==> config.mk <==
export PLATFORM = sky130hd
export DESIGN_NAME = shape_blit_ctrl
export DESIGN_NICKNAME = d
export VERILOG_FILES = /design/src/rtl/shape_blit_ctrl.sv
export SDC_FILE = /design/constraint.sdc
export NUM_CORES = 1
export LEC_CHECK = 0
export CORE_MARGIN = 2
export CORE_UTILIZATION = 42
export CTS_CLUSTER_SIZE = 10
export DETAILED_ROUTE_END_ITERATION = 10
export PLACE_DENSITY = 0.81
export SKIP_CTS_REPAIR_TIMING = 1
export SLEW_MARGIN = 20
export SYNTH_ARGS = -nofsm -noshare
export SYNTH_HDL_FRONTEND = slang
export SYNTH_SLANG_ARGS = --single-unit
==> constraint.sdc <==
create_clock -name clk -period 3.2 [get_ports clk]
set_clock_uncertainty 0.1 [all_clocks]
set_input_delay 0.64 -clock clk [delete_from_list [all_inputs] [get_ports clk]]
set_output_delay 0.64 -clock clk [all_outputs]
set_load 0.01 [all_outputs]
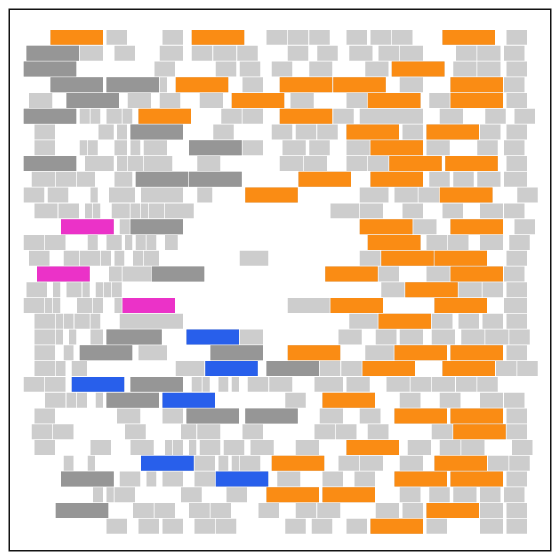
Fig. 1. Sequential cells colored by netlist name (run 1).
Other sequential cells in the stronger gray, the rest of the logic in the fainter gray.
[wr_data] orange | sequential cells: 51
[tile_q] blue | sequential cells: 6
[state] magenta | sequential cells: 3
Sequential Power: 0.00188 W
Sequential cell area: 0.00208 mm2
Core Util, Final: 66.7%
Seq/total area: 40.3%

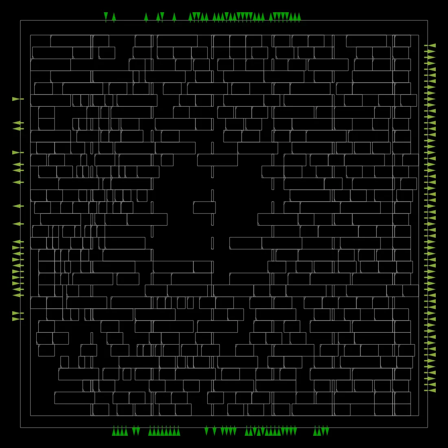
Fig. 2. Cell placement (run 1).
Well Taps: 102
core area: 0.00773 mm2
fill count: 590

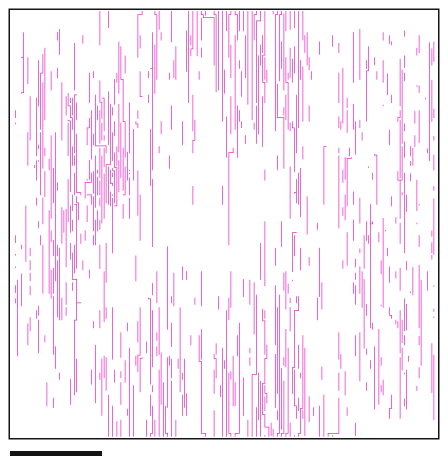
Fig. 3. The metal 2 layer (run 1).
Scale bar: 20 um.
longest straight run: 32.3 um
nets with wire on the layer: 426
share of all routed wire: 50%
WL final: 7.55 mm
met2 usage: 30.5%
via count: 2432

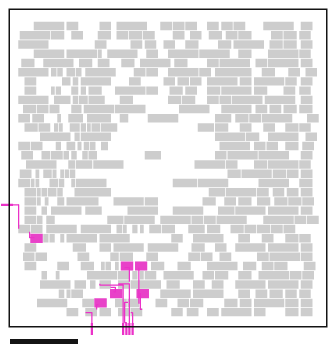
Fig. 4. Port wiring (run 1).
Scale bar: 20 um.
[req1_tile] magenta | bits: 6 | direction: input | edge: 5 bottom, 1 left | end cells: 6 | buffers: 6 | wire: 90.1 um
Top-Level Pins: 149
port bufs: 148

==> flow_metrics.tcl, run 1 <==
# metrics dict for downstream scripts
set metrics [dict create \
    reg2reg_setup_slack_ps 1100 \
    required_ps 2460 \
    rr_worst_depth 4 \
    logic_area_mm2 0.00119 \
    largest_reg_flops 51 \
    fp_util_pct 43.2 \
    wl_met3_um 481 \
    ant_nets 0 \
    synth-simple-area-share_pct 6.34 \
    power.total_w 0.00503 \
    p_sw_share_pct 30.8 \
    use_met1_pct 23.2 \
    worst_path_largest_cell_delay_ps 550 \
    top_cells_by_count "dfrtp_1, mux2_2, nand2_1, o21ai_0" \
    n_all_inverters 3 \
    wl_met2_mm 3.80 \
    dpl_cell_area_mm2 0.00494 \
    clk_share_pct 4.20 \
    num_rows 32 \
    finalSetupViolCount 0 \
    synth.most_common_cell "dfrtp_1" \
    vias_per_cell 4.89 \
    endpoint_kind "output pin" \
    grt-busiest-layer "met2" \
    status "complete, no violations" \
    syn-cell-area_mm2 0.00334 \
    syn-mean-instance-area_um2 13.9 \
    drive_gt1_share_pct 22.0 \
    grt_max_degree 62 \
]
==> inputs of run 2 (changes only) <==
- ABC_AREA: not set -> 1
- PLACE_DENSITY: 0.81 -> 0.8
==> run 2 against run 1 <==
Against the previous run:
- clock power down 8.9%
- sequential share of layout area fell by 0.26 points
- via count up 7.6%
- largest power group unchanged
- routed wire length is 3.5% higher
- synthesized cell count grew 18%
- power fell by 8.0%
- sequential power decreased by 5%
- critical path depth up 3
- non-clock buffer count rose by 4
- largest cell class unchanged
- critical path type unchanged
- fmax is 0.38% lower
- register-to-register slack better by 440 ps
==> flow_metrics.tcl, run 2 <==
# metrics dict for downstream scripts
set metrics [dict create \
    p_sw_share_pct 32.7 \
    logic_area_mm2 0.00119 \
    seq_area_mm2 0.00208 \
    endpoint_kind "output pin" \
    syn-mean-instance-area_um2 12.0 \
    largest_reg_flops 51 \
    reg2reg_setup_slack_ps 1540 \
    grt_max_degree 44 \
    status "complete, no violations" \
    n_tap_cell 102 \
    required_ps 2460 \
    dpl_cell_area_mm2 0.00500 \
    grt-busiest-layer "met2" \
    wl_met2_mm 3.93 \
    power.total_w 0.00462 \
    p_seq_w 0.00179 \
    synth.most_common_cell "dfrtp_1" \
    vias_per_cell 4.78 \
    num_rows 32 \
    syn-cell-area_mm2 0.00338 \
]
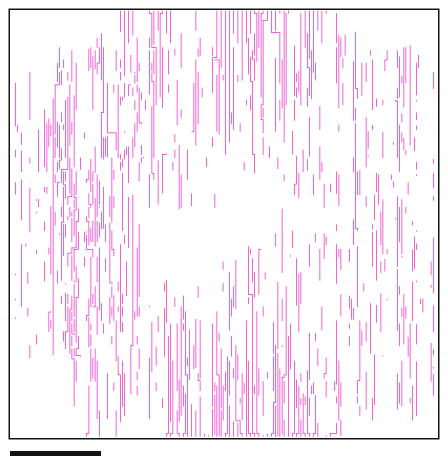
Fig. 5. The metal 2 layer (run 2).
Scale bar: 20 um.
nets with wire on the layer: 449
longest straight run: 56.1 um
main direction: vertical
wire length on this layer: 3930 um
via count: 2616
WL final: 7.81 mm
met2 usage: 31.5%

==> inputs of run 3 (changes only) <==
- CORE_UTILIZATION: 42 -> 43
- CTS_BUF_LIST: not set -> sky130_fd_sc_hd__clkbuf_8
- PLACE_DENSITY: 0.8 -> 0.82
==> run 3 against run 2 <==
Against the previous run:
- global-route usage is 0.36 points higher
- core utilization is 0.45 points higher
- setup slack better by 19 ps
- sequential share of layout area is 0.15 points higher
- combinational power hardly changed
- power is 1.4% lower
- fmax is 0.64% higher
- critical path depth stayed put
- critical endpoint unchanged
- largest cell class unchanged
==> flow_metrics.tcl, run 3 <==
# metrics dict for downstream scripts
set metrics [dict create \
    p_sw_share_pct 33.2 \
    vias_per_cell 4.81 \
    yosys.area_share.adder_pct 0.370 \
    maxCapViolations 0 \
    use_met2_pct 31.3 \
    finalCritPeriodShare_pct 92.6 \
    endpoint_kind "output pin" \
    power.total_w 0.00456 \
    dpl_cell_area_mm2 0.00499 \
    seq_area_mm2 0.00208 \
    ant_nets 0 \
    largest_reg_flops 51 \
    grt_max_degree 53 \
    p_seq_w 0.00180 \
    num_rows 32 \
    reg2reg_setup_slack_ps 1200 \
    syn-mean-instance-area_um2 12.0 \
    top_cells_by_count "dfrtp_1, mux2_1, nand2_1, o21ai_0, nor2_1" \
    via_count 2616 \
    wl_met2_mm 3.84 \
    logic_area_mm2 0.00119 \
    hold_violations 0 \
    critPathBufInv 4 \
    syn-cell-area_mm2 0.00338 \
    final_common_cell "clkdlybuf4s50_1" \
    status "complete, no violations" \
    grt-busiest-layer "met2" \
]
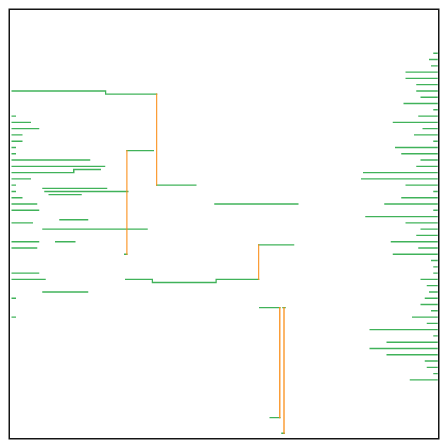
Fig. 6. Routed metal, one color a layer (run 3).
Only two layers are drawn.
[metal 4] orange | wire length: 101 um
[metal 3] green | wire length: 592 um
WL final: 7.84 mm
Total Routing Usage GR: 18.7%
routed len/inst: 14.4 um

Power is estimated from default activity; no workload was simulated.
